### Clock wires, drivers and flops, run 1

(4 px per um)
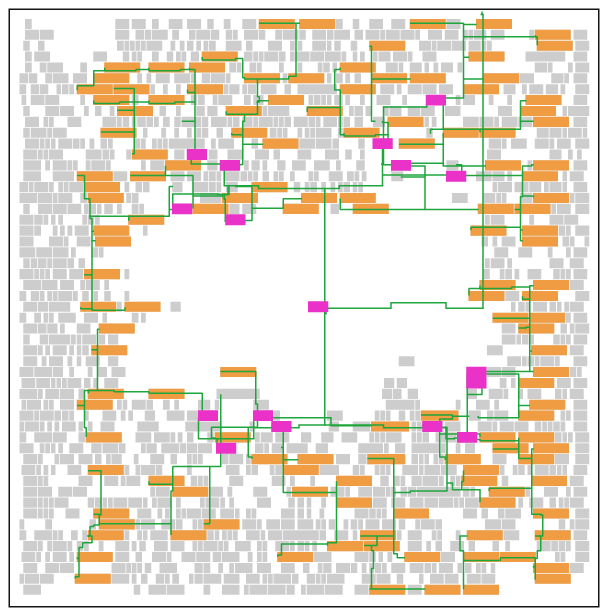
### Sequential cells colored by netlist name, run 1

(3 px per um) Other sequential cells in the stronger gray, the rest of the logic in the fainter gray.
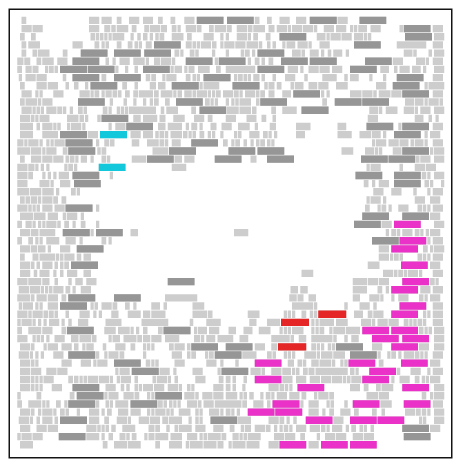
### Cell classes on the final placement, run 1

(3 px per um) Fill, decap, tap and diode cells in gray.
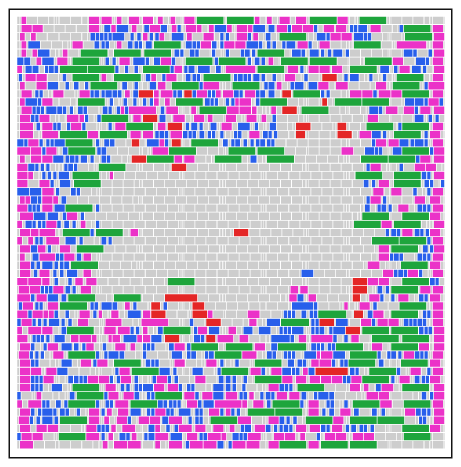
### Routing congestion map, run 1

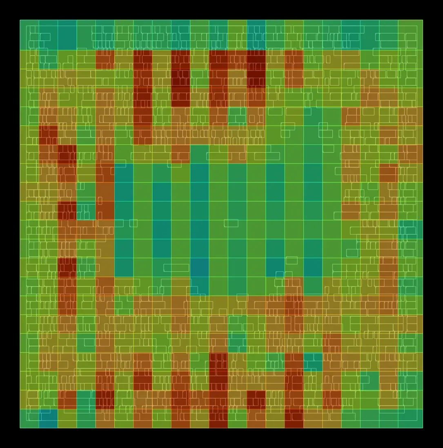
--- src/rtl/mem_arbiter_pkg.sv ---
// Shared definitions for the memory arbiter: default widths, FSM state
// encoding and downstream access-size codes.
package mem_arbiter_pkg;

  localparam int AW_DEF = 32;
  localparam int DW_DEF = 32;

  // FSM state encoding
  localparam logic [2:0] S_IDLE  = 3'd0;
  localparam logic [2:0] S_INST  = 3'd1;
  localparam logic [2:0] S_LOAD  = 3'd2;
  localparam logic [2:0] S_STORE = 3'd3;
  localparam logic [2:0] S_DRAIN = 3'd4;

  // ram_type access-size codes
  localparam logic [1:0] T_BYTE = 2'b00;
  localparam logic [1:0] T_HALF = 2'b01;
  localparam logic [1:0] T_WORD = 2'b11;

endpackage

--- src/rtl/mem_arbiter.sv ---
// Single-port memory arbiter between instruction fetch, load and store.
// Exactly one downstream transaction is outstanding at a time.
// Optional feature macro MEM_ARB_RR_EN: round-robin between the data class
// (store/load) and the fetch class; without it, fixed priority
// store > load > fetch (fetch may starve).
module mem_arbiter
  import mem_arbiter_pkg::*;
#(
  parameter int AW = AW_DEF,
  parameter int DW = DW_DEF
) (
  input  logic          clk,
  input  logic          rst,
  input  logic          rdy,
  input  logic          if_req,
  input  logic [AW-1:0] if_addr,
  output logic          if_done,
  output logic [DW-1:0] if_inst,
  input  logic          ld_req,
  input  logic [AW-1:0] ld_addr,
  input  logic [1:0]    ld_type,
  output logic          ld_done,
  output logic [DW-1:0] ld_data,
  input  logic          st_req,
  input  logic [AW-1:0] st_addr,
  input  logic [DW-1:0] st_data,
  input  logic [1:0]    st_type,
  output logic          st_done,
  input  logic          flush,
  output logic          ram_r_req,
  output logic          ram_w_req,
  output logic [AW-1:0] ram_addr,
  output logic [DW-1:0] ram_data,
  output logic [1:0]    ram_type,
  output logic          inst_fe,
  output logic [AW-1:0] inst_fpc,
  input  logic          ram_done,
  input  logic [DW-1:0] ram_rdata,
  input  logic          inst_ok,
  input  logic [DW-1:0] inst_rdata
);

  logic [2:0]    state, state_nx, grant;
  logic [AW-1:0] addr_q;
  logic [DW-1:0] data_q;
  logic [1:0]    type_q;
  logic          res_cycle, st_ok, ld_ok, if_ok, data_ok, fetch_first;
  logic          is_data;
`ifdef MEM_ARB_RR_EN
  logic          last_data;
`endif

  // Grant selection and next-state logic
  always_comb begin
    // The cycle carrying a registered ld_done/if_done is a turnaround cycle:
    // the requester still holds its req, so nothing is granted here.
    res_cycle = ld_done | if_done;
    st_ok     = st_req & ~res_cycle;
    ld_ok     = ld_req & ~res_cycle;
    if_ok     = if_req & ~res_cycle & ~flush;
    data_ok   = st_ok | ld_ok;
`ifdef MEM_ARB_RR_EN
    fetch_first = if_ok & (~data_ok | last_data);
`else
    fetch_first = if_ok & ~data_ok;
`endif
    grant = S_IDLE;
    if (fetch_first)  grant = S_INST;
    else if (st_ok)   grant = S_STORE;
    else if (ld_ok)   grant = S_LOAD;

    state_nx = state;
    case (state)
      S_IDLE:  state_nx = grant;
      S_INST:  if (flush)         state_nx = inst_ok ? S_IDLE : S_DRAIN;
               else if (inst_ok)  state_nx = S_IDLE;
      S_LOAD:  if (ram_done)      state_nx = S_IDLE;
      S_STORE: if (ram_done)      state_nx = S_IDLE;
      // Dropping inst_fe aborts the fetch; DRAIN swallows a late inst_ok.
      S_DRAIN: state_nx = S_IDLE;
      default: state_nx = S_IDLE;
    endcase
  end

  // FSM state, latched request copy and registered results
  always_ff @(posedge clk or negedge rst) begin
    if (!rst) begin
      state   <= S_IDLE;
      addr_q  <= '0;
      data_q  <= '0;
      type_q  <= '0;
      ld_done <= 1'b0;
      ld_data <= '0;
      if_done <= 1'b0;
      if_inst <= '0;
`ifdef MEM_ARB_RR_EN
      last_data <= 1'b0;
`endif
    end else if (rdy) begin
      state   <= state_nx;
      ld_done <= 1'b0;
      if_done <= 1'b0;
      if (state == S_IDLE) begin
        case (grant)
          S_STORE: begin addr_q <= st_addr; data_q <= st_data; type_q <= st_type; end
          S_LOAD:  begin addr_q <= ld_addr; data_q <= '0;      type_q <= ld_type; end
          S_INST:  begin addr_q <= if_addr; data_q <= '0;      type_q <= T_WORD;  end
          default: ;
        endcase
`ifdef MEM_ARB_RR_EN
        if (grant != S_IDLE) last_data <= (grant != S_INST);
`endif
      end
      if (state == S_LOAD && ram_done) begin
        ld_done <= 1'b1;
        ld_data <= ram_rdata;
      end
      if (state == S_INST && inst_ok && !flush) begin
        if_done <= 1'b1;
        if_inst <= inst_rdata;
      end
    end
  end

  // Downstream requests are decoded from state so they clear with reset
  assign is_data   = (state == S_LOAD) || (state == S_STORE);
  assign ram_r_req = (state == S_LOAD);
  assign ram_w_req = (state == S_STORE);
  assign inst_fe   = (state == S_INST);
  assign ram_addr  = is_data ? addr_q : '0;
  assign ram_type  = is_data ? type_q : '0;
  assign ram_data  = (state == S_STORE) ? data_q : '0;
  assign inst_fpc  = (state == S_INST) ? addr_q : '0;
  assign st_done   = rdy && (state == S_STORE) && ram_done;

endmodule

--- config.mk ---
export PLATFORM = sky130hd
export DESIGN_NAME = mem_arbiter
export DESIGN_NICKNAME = d
export VERILOG_FILES = /design/src/rtl/mem_arbiter_pkg.sv /design/src/rtl/mem_arbiter.sv
export SDC_FILE = /design/constraint.sdc
export NUM_CORES = 1
export LEC_CHECK = 0
export ABC_AREA = 1
export CORE_AREA = 2 2 145 147
export CTS_BUF_LIST = sky130_fd_sc_hd__clkbuf_8
export DETAILED_ROUTE_END_ITERATION = 16
export DIE_AREA = 0 0 147 149
export GPL_TIMING_DRIVEN = 0
export HOLD_SLACK_MARGIN = 0.03
export MAX_ROUTING_LAYER = met4
export PLACE_DENSITY = 0.79
export SLEW_MARGIN = 15
export SYNTH_ARGS = -nofsm -noshare
export SYNTH_HDL_FRONTEND = slang
export SYNTH_SLANG_ARGS = --single-unit
--- constraint.sdc ---
create_clock -name clk -period 2.1 [get_ports clk]
set_input_delay 0.42 -clock clk [delete_from_list [all_inputs] [get_ports clk]]
set_output_delay 0.42 -clock clk [all_outputs]
set_load 0.005 [all_outputs]
==> impl_results.rst, run 1 <==
Implementation results
======================

.. list-table::
   :header-rows: 1

   * - Metric
     - Value
   * - Result of the run
     - finished, violations left
   * - Failing checks
     - negative setup slack
   * - Height of the die
     - approximately 150 um
   * - Via count
     - 7231
   * - Fraction of power consumed by sequential logic
     - 32.7%
   * - Comb area
     - slightly below 0.003 mm2
   * - Combinational power
     - roughly 6.8 mW
   * - Syn_nets
     - 1107
   * - Main flop type after synthesis
     - dfrtp_1
   * - Buffers inserted during post-CTS setup optimization
     - 10
   * - Final setup violating endpoints
     - approximately 45
   * - Core Area
     - ~0.02 mm2
   * - Number of cells in the design after placement
     - ~1500
   * - Slew at the pin with the worst max-slew slack
     - 0.543 ns
   * - Cell chosen for the clock root
     - clkbuf_8
   * - Critical path's slowest cell
     - clkdlybuf4s50_1
   * - Iter 0 DRT Violations
     - around 290
   * - Boundary Pins
     - approximately 370
   * - Largest buffer count on any clock path
     - 2
   * - GRT Resource Usage Total
     - between 20% and 30%
   * - Uppermost layer routed
     - met4
   * - Antenna Cells
     - 0
   * - Setup slack of the most critical reg-to-reg path
     - between 0.1 and 0.15 ns
   * - Number of buffers inserted for hold repair after clock tree synthesis
     - 1
   * - Non-clk invs
     - about 140
   * - Starting utilization of the core area
     - about a third
   * - IR Drop Worst-Case VDD
     - around 0.57 mV
   * - Top post-synthesis cells by count
     - 281 x nand2_1, 141 x inv_1, 135 x dfrtp_1
   * - Switching Fraction
     - a little under two fifths
   * - Delay of the slowest cell on the worst path
     - between 0.5 and 0.6 ns
   * - XORs/XNORs by Area
     - 0%
   * - Post-layout worst setup margin
     - -0.220 ns
## Picture notes: 'Clock wires, drivers and flops'
[clock wires] green | length: 1890 um
[flip-flops] orange | count: 135
[cells driving clock nets] magenta | count: 17
routed clock nets: 18

## Picture notes: 'Sequential cells colored by netlist name'
[type_q] cyan | placed flops: 2
[ld_data] magenta | placed flops: 32 | where: lower right
[state] red | placed flops: 3
not colored: 98
end-of-flow core utilization: 57.9%
fraction of area in registers: 28.4%
sequential cell area: 0.00338 mm2

## Picture notes: 'Cell classes on the final placement'
[other buffers and delay cells] magenta | cells: 455 | share of their area: 37%
[flip-flops] green | cells: 135 | share of their area: 29%
[all other logic] blue | cells: 711 | share of their area: 30%
[clock drivers and dummy loads] red | cells: 32 | share of their area: 3.5%

## Picture notes: 'Routing congestion map'
met3 Use GR: 4.68%
busiest metal layer after global routing: met2

--- run 2 (diff from run 1) ---
--- a/config.mk
+++ b/config.mk
@@ -5,15 +5,15 @@
 export SDC_FILE = /design/constraint.sdc
 export NUM_CORES = 1
 export LEC_CHECK = 0
-export ABC_AREA = 1
-export CORE_AREA = 2 2 145 147
+export CORE_AREA = 2 2 143 145
 export CTS_BUF_LIST = sky130_fd_sc_hd__clkbuf_8
 export DETAILED_ROUTE_END_ITERATION = 16
-export DIE_AREA = 0 0 147 149
+export DIE_AREA = 0 0 145 147
+export DONT_BUFFER_PORTS = 1
 export GPL_TIMING_DRIVEN = 0
 export HOLD_SLACK_MARGIN = 0.03
 export MAX_ROUTING_LAYER = met4
-export PLACE_DENSITY = 0.79
+export PLACE_DENSITY = 0.56
 export SLEW_MARGIN = 15
 export SYNTH_ARGS = -nofsm -noshare
 export SYNTH_HDL_FRONTEND = slang
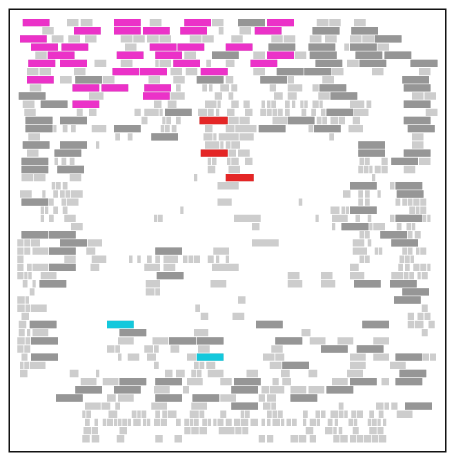
*Sequential cells colored by netlist name, run 2*
(3 px per um) Other sequential cells in the stronger gray, the rest of the logic in the fainter gray.
[state] red | placed flops: 3
[ld_data] magenta | placed flops: 32
[type_q] cyan | placed flops: 2

==> impl_results.rst, run 2 <==
Implementation results
======================

.. list-table::
   :header-rows: 1

   * - Metric
     - Value
   * - Antenna Cells
     - 0 (unchanged)
   * - Clock period minus final worst setup slack
     - around 2.1 ns
   * - Syn_nets
     - 825 (-25%)
   * - Final setup violating endpoints
     - 28 (-38%)
   * - Buffers inserted during post-CTS setup optimization
     - 10 (unchanged)
   * - Starting utilization of the core area
     - 33.5% (-0.079 points)
   * - Delay of the slowest cell on the worst path
     - 0.56 ns (+0.02 ns)
   * - Worst hold-check slack
     - -0.342 ns
   * - Failing checks
     - negative hold slack, negative setup slack
   * - Buffers on Ports
     - 0
   * - Post-layout worst setup margin
     - -0.0386 ns (+0.181 ns)
   * - Critical path's slowest cell
     - or4b_1
   * - Largest buffer count on any clock path
     - 2 (unchanged)
   * - Height of the die
     - 147 um (-1.3%)
   * - Comb area
     - 0.00317 mm2 (+7.3%)
   * - Number of cells in the design after placement
     - 887 (-43%)
   * - Slew at the pin with the worst max-slew slack
     - 0.551 ns (+0.00766 ns)
   * - GRT Resource Usage Total
     - 19.5% (-2.1 points)
   * - End-of-flow core utilization
     - 39.2% (-19 points)
   * - Non-clk invs
     - 6 (-96%)
   * - Cell chosen for the clock root
     - clkbuf_8
   * - Via count
     - 4915 (-32%)
   * - Met3 Use GR
     - 5.31% (+0.63 points)
   * - Main flop type after synthesis
     - dfrtp_1
   * - Sequential cell area
     - 0.00338 mm2 (about the same)
   * - Fraction of power consumed by sequential logic
     - 40.5% (+7.8 points)
   * - Iter 0 DRT Violations
     - 211 (-27%)
   * - Final tally of hold violations
     - about 140
   * - Uppermost layer routed
     - met4
   * - Setup slack of the most critical reg-to-reg path
     - -0.04 ns (-0.18 ns)
   * - IR Drop Worst-Case VDD
     - 0.528 mV (-7.8%)
   * - Result of the run
     - finished, violations left
   * - Boundary Pins
     - 373 (unchanged)
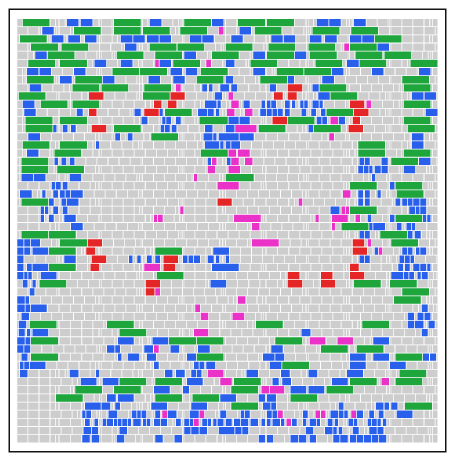
*Cell classes on the final placement, run 2*
(3 px per um) Fill, decap, tap and diode cells in gray.
cell area after layout: 0.00777 mm2
Core Area: 0.0198 mm2
fraction of area in registers: 43.5%

--- run 3 (diff from run 2) ---
--- a/config.mk
+++ b/config.mk
@@ -5,15 +5,16 @@
 export SDC_FILE = /design/constraint.sdc
 export NUM_CORES = 1
 export LEC_CHECK = 0
-export CORE_AREA = 2 2 143 145
+export CAP_MARGIN = 30
+export CORE_AREA = 2 2 144 146
 export CTS_BUF_LIST = sky130_fd_sc_hd__clkbuf_8
 export DETAILED_ROUTE_END_ITERATION = 16
-export DIE_AREA = 0 0 145 147
+export DIE_AREA = 0 0 146 148
 export DONT_BUFFER_PORTS = 1
 export GPL_TIMING_DRIVEN = 0
 export HOLD_SLACK_MARGIN = 0.03
 export MAX_ROUTING_LAYER = met4
-export PLACE_DENSITY = 0.56
+export PLACE_DENSITY = 0.55
 export SLEW_MARGIN = 15
 export SYNTH_ARGS = -nofsm -noshare
 export SYNTH_HDL_FRONTEND = slang
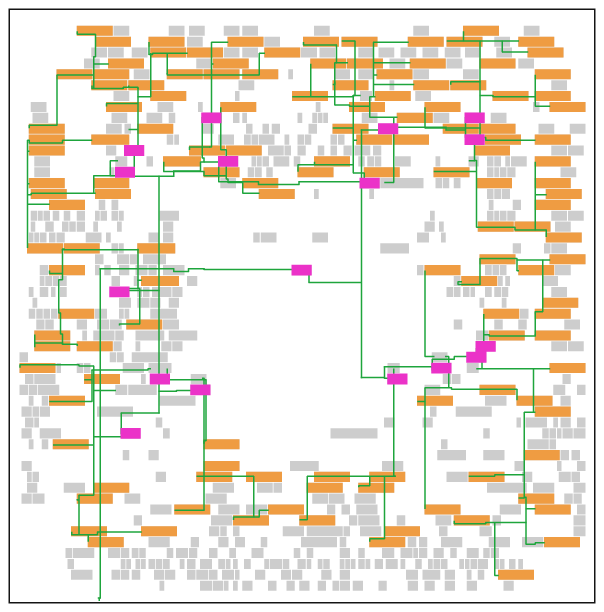
*Clock wires, drivers and flops, run 3*
(4 px per um)
[clock wires] green | length: 1930 um
[cells driving clock nets] magenta | count: 17
[flip-flops] orange | count: 135
flops lie: spread over the die
power drawn by the clock network: 2.16 mW
Insertion Delay late pin: 0.45 ns
Clock Power Share: 18.3%

==> impl_results.rst, run 3 <==
Implementation results
======================

.. list-table::
   :header-rows: 1

   * - Metric
     - Value
   * - Final tally of hold violations
     - 135 (unchanged)
   * - Failing checks
     - negative hold slack
   * - Height of the die
     - 148 um (+0.68%)
   * - Setup slack of the most critical reg-to-reg path
     - 0.02 ns (+0.06 ns)
   * - Cell area after layout
     - 0.00795 mm2 (+2.2%)
   * - Buffers inserted during post-CTS setup optimization
     - 9 (-1)
   * - Non-clk invs
     - 6 (unchanged)
   * - Critical path's slowest cell
     - dfrtp_2
   * - GRT Resource Usage Total
     - 19.6% (+0.085 points)
   * - Starting utilization of the core area
     - 33.2% (-0.33 points)
   * - Boundary Pins
     - 373 (unchanged)
   * - Fraction of power consumed by sequential logic
     - 39.6% (-0.9 points)
   * - Number of cells in the design after placement
     - 887 (unchanged)
   * - Worst hold-check slack
     - -0.341 ns (+0.00111 ns)
   * - Core Area
     - 0.0200 mm2 (+0.98%)
   * - Main flop type after synthesis
     - dfrtp_1
   * - Uppermost layer routed
     - met4
   * - IR Drop Worst-Case VDD
     - 0.461 mV (-13%)
   * - Result of the run
     - finished, violations left
   * - Antenna Cells
     - 0 (unchanged)
   * - Sequential cell area
     - 0.00338 mm2 (about the same)
   * - Final setup violating endpoints
     - 0 (-100%)
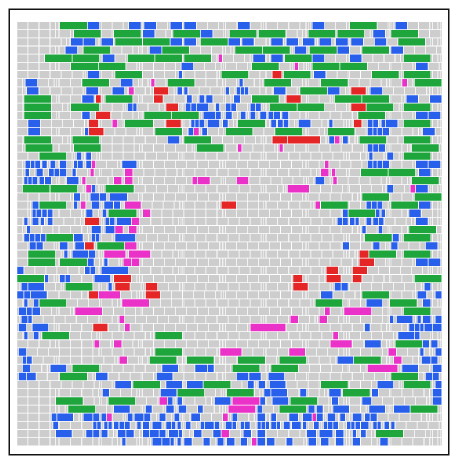
*Cell classes on the final placement, run 3*
(3 px per um) Fill, decap, tap and diode cells in gray.
fraction of area in registers: 42.6%
end-of-flow core utilization: 39.6%

Power and IR drop assume default switching activity.
